Run 1, cell classes on the final placement:
(2 px per µm)
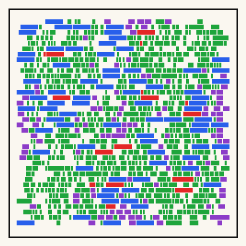
Run 1, signal wires on met3:
(3 px per µm)
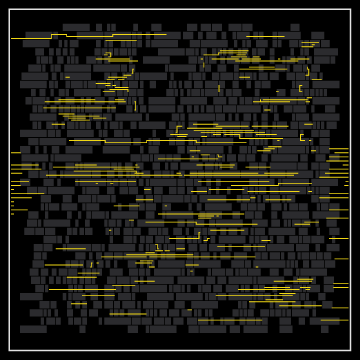
Run 1, wires at chosen ports, followed through buffers:
(4 px per µm)
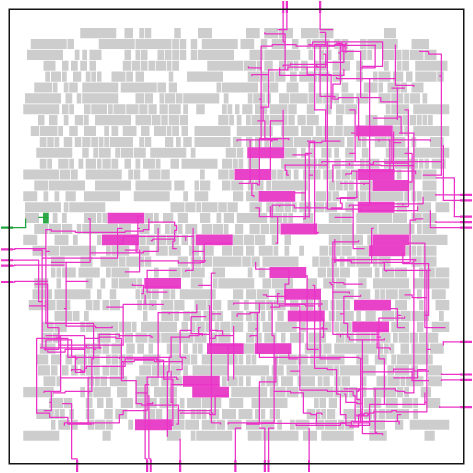
Design rgb_fade_seq_flat, sky130hd; sources not shown.
==> flow_summary.ini, run 1 <==
; physical design summary
[place]
detailed_place_hpwl_um = 14300
place_worst_setup_slack_ps = 93.7
dp.cells = 1057

[logic_synthesis]
synth_area_per_cell_um2 = 8.11
synth-xor-area-share_pct = 11.6
synth_area_leader_cell = sky130_fd_sc_hd__dfrtp_1
mappedNetlistArea_um2 = 6900
synth_flops = 77
share_of_synthesized_registers_carrying_an_async_set_or_reset_pct = 100
yosysWarningCount = 6
yosys_most_used_dff = sky130_fd_sc_hd__dfrtp_1

[worst_setup_path]
critical_path.startpoint_type = flop
timing_worst_setup_path_type = reg -> reg
worst_r2r_path_depth = 13
list_of_cells_traversed_by_the_critical_path = inv_1 -> ha_1 -> a211oi_1 -> nor2_1 -> nor2_2 -> a21oi_1 -> a32oi_2 -> xnor3_1 -> nor4_2 -> and4_1 -> nand3_1 -> nor2_1 -> nor2_1
timing.critical_path.buf_inv = 1

[final_layout]
lay_top_cells = sky130_fd_sc_hd__nand2_1, sky130_fd_sc_hd__dfrtp_1, sky130_fd_sc_hd__nor2_1
signal_buffer_area_fraction_pct = 12.2
num-nets-final = 989
final_cells = 1073
logic_gate_count = 699

[power_and_ir_drop]
power_leader = clock
clk-power_mw = 0.956

[global_route]
maximum_number_of_pins_on_one_net_before_global_route_repair = 48
grt_use_met1_pct = 42.1

[sta]
maxSlewViolCount = 0
clock.fmax_mhz = 301

[floorplanning]
tap-cell-count = 140

[outcome]
status = complete, no violations
About 'cell classes on the final placement':
- all other logic: green (cells 730; share of their area 60%)
- flip-flops: blue (cells 77; share of their area 24%)
- clock drivers and dummy loads: red (cells 16; share of their area 3.7%)
- other buffers and delay cells: purple (cells 110; share of their area 12%)
Core Region: 11,000 µm²
fraction of area in registers: 23.6%
post-route core utilization: 73.9%
fin area: 8150 µm²
site row count: 38

About 'signal wires on met3':
- longest straight run: 45.1 µm
- main direction: horizontal
- wire length on this layer: 1,640 µm
- share of all routed wire: 8.1%
met3 global-route usage: 5.35%
detailed-route via count: 6,851
routed wire length: 20,200 µm

About 'wires at chosen ports, followed through buffers':
- cmd_cmd_blink: green (direction input; edge west; end cells 1; buffers 1; wire 8.30 µm)
- rgb: magenta (direction output; edge 9 east, 8 south, 4 west, 3 north; end cells 24; buffers 48; wire 3,260 µm)
Port-buffer cells: 56
count of boundary I/O pins: 57

==> run 1 -> run 2 <==
--- a/config.mk
+++ b/config.mk
@@ -5,6 +5,7 @@
 export SDC_FILE = /design/constraint.sdc
 export NUM_CORES = 1
 export LEC_CHECK = 0
+export ABC_CLOCK_PERIOD_IN_PS = 3500
 export CAP_MARGIN = 40
 export CORE_MARGIN = 3
 export CORE_UTILIZATION = 60
Run 2, clock wires, drivers and flops:
(4 px per µm)
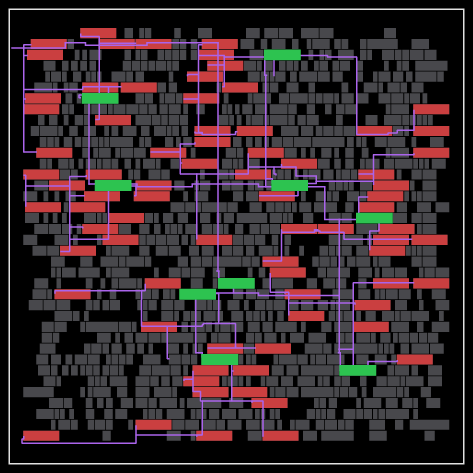
- cells driving clock nets: green (count 9)
- clock wires: purple (length 1,160 µm)
- flip-flops: red (count 77)
- flops lie: spread over the die
reported clock group power: 0.956 mW
clock network fraction of design power: 37.9%

==> flow_summary.ini, run 2 <==
; physical design summary
[global_route]
maximum_number_of_pins_on_one_net_before_global_route_repair = 48
grt_use_met1_pct = 42.1
grt_use_met3_pct = 5.35

[worst_setup_path]
critical_path.startpoint_type = flop
timing_worst_setup_path_type = reg -> reg
timing.critical_path.buf_inv = 1
worst_r2r_path_depth = 13
list_of_cells_traversed_by_the_critical_path = inv_1 -> ha_1 -> a211oi_1 -> nor2_1 -> nor2_2 -> a21oi_1 -> a32oi_2 -> xnor3_1 -> nor4_2 -> and4_1 -> nand3_1 -> nor2_1 -> nor2_1

[place]
buffer_ports.inserted = 56
dp.cells = 1057
place_worst_setup_slack_ps = 93.7
gpl.final_weighted_congestion = 0.884

[floorplanning]
io_pins = 57
tap-cell-count = 140
rows = 38

[final_layout]
num-nets-final = 989
final_common_cell = sky130_fd_sc_hd__nand2_1
layout.core_utilization_pct = 73.9
seq_area_share_pct = 23.6
final_cells = 1073
layout.cell_area.non_filler_um2 = 8150
numSequentialCells = 77
lay_top_cells = sky130_fd_sc_hd__nand2_1, sky130_fd_sc_hd__dfrtp_1, sky130_fd_sc_hd__nor2_1
logic_gate_count = 699
clk_share_pct = 3.61

[logic_synthesis]
synth_flops = 77
yosys.stat.seqShare_pct = 27.9
synth_area_per_cell_um2 = 8.11
yosys_most_used_dff = sky130_fd_sc_hd__dfrtp_1
synth-xor-area-share_pct = 11.6
synth_nets = 912
share_of_synthesized_registers_carrying_an_async_set_or_reset_pct = 100
yosysWarningCount = 6
synth_area_leader_cell = sky130_fd_sc_hd__dfrtp_1
ys_sh_mux_pct = 0.435
mappedNetlistArea_um2 = 6900

[sta]
maxSlewViolCount = 0
clock.fmax_mhz = 301

[detailed_routing]
vias = 6851
vias_per_cell = 6.38
drt_wl_total_um = 20200

[outcome]
status = complete, no violations

[worst_hold_path]
worst_min_path_class = reg -> reg
==> run 2 -> run 3 <==
--- a/config.mk
+++ b/config.mk
@@ -9,6 +9,7 @@
 export CAP_MARGIN = 40
 export CORE_MARGIN = 3
 export CORE_UTILIZATION = 60
+export CTS_CLUSTER_DIAMETER = 60
 export DETAILED_ROUTE_END_ITERATION = 10
 export PLACE_DENSITY_LB_ADDON = 0.12
 export SYNTH_ARGS = -nofsm -noshare
Run 3, clock nets:
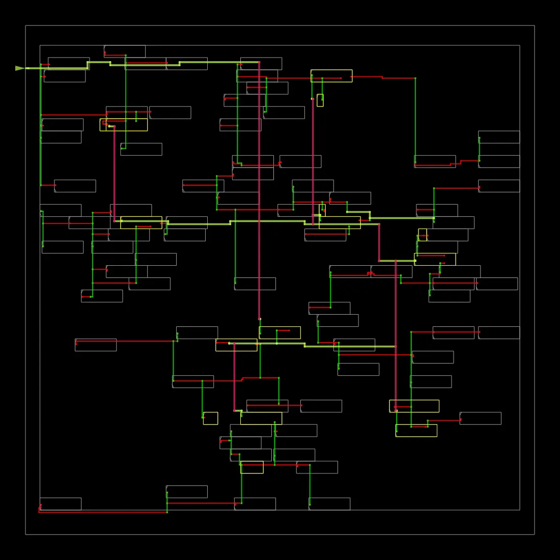
clock insertion delay at the later pin of the skew report: 350 ps
clock buf count: 13
Num Clock Sinks: 77
sequential cell count: 77

==> flow_summary.ini, run 3 <==
; physical design summary
[outcome]
status = complete, no violations

[worst_setup_path]
cp.depth = 13
timing_worst_setup_path_type = reg -> reg
timing.critical_path.buf_inv = 1
worst_r2r_path_depth = 13
r2r_slack_ps = 180
list_of_cells_traversed_by_the_critical_path = inv_1 -> ha_1 -> a211oi_1 -> nor2_1 -> nor2_2 -> a21oi_1 -> a32oi_2 -> xnor3_1 -> nor4_2 -> and4_1 -> nand3_1 -> nor2_1 -> nor2_1

[logic_synthesis]
mappedNetlistArea_um2 = 6900
netlist-cell-type-count = 76
yosysWarningCount = 6
yosys_most_used_dff = sky130_fd_sc_hd__dfrtp_1
synthTopCellsByArea = sky130_fd_sc_hd__dfrtp_1, sky130_fd_sc_hd__nand2_1, sky130_fd_sc_hd__xnor2_1
synth-xor-area-share_pct = 11.6
synth_nets = 912
ys_sh_mux_pct = 0.435
synth_flops = 77
yosys.stat.seqShare_pct = 27.9
share_of_synthesized_registers_carrying_an_async_set_or_reset_pct = 100
synth_area_per_cell_um2 = 8.11

[power_and_ir_drop]
power_leader = clock
p_clk_share_pct = 37.9
clk-power_mw = 0.956

[sta]
maxSlewViolCount = 0
finalHoldViolations = 0

[final_layout]
layout.cell_area.non_filler_um2 = 8150
logic_gate_count = 699
lay_top_cells = sky130_fd_sc_hd__nand2_1, sky130_fd_sc_hd__dfrtp_1, sky130_fd_sc_hd__nor2_1
num-nets-final = 989
seq_area_share_pct = 23.6
signal_buffer_area_fraction_pct = 12.2
final_cells = 1073
final_common_cell = sky130_fd_sc_hd__nand2_1

[detailed_routing]
drt_wl_total_um = 20200
vias = 6851
vias_per_cell = 6.38

[place]
gpl.final_weighted_congestion = 0.884
place_worst_setup_slack_ps = 93.7
dp.cells = 1057
buffer_ports.inserted = 56
detailed_place_hpwl_um = 14300

[floorplanning]
io_pins = 57
tap-cell-count = 140
rows = 38
core_region_area_um2 = 11000

[global_route]
grt_use_met1_pct = 42.1
grt_use_met3_pct = 5.35
maximum_number_of_pins_on_one_net_before_global_route_repair = 48

[worst_hold_path]
worst_min_path_class = reg -> reg

[clock_network]
cts_max_path_buffers = 2
No activity file was given, so power comes from the tool's default toggle rates.
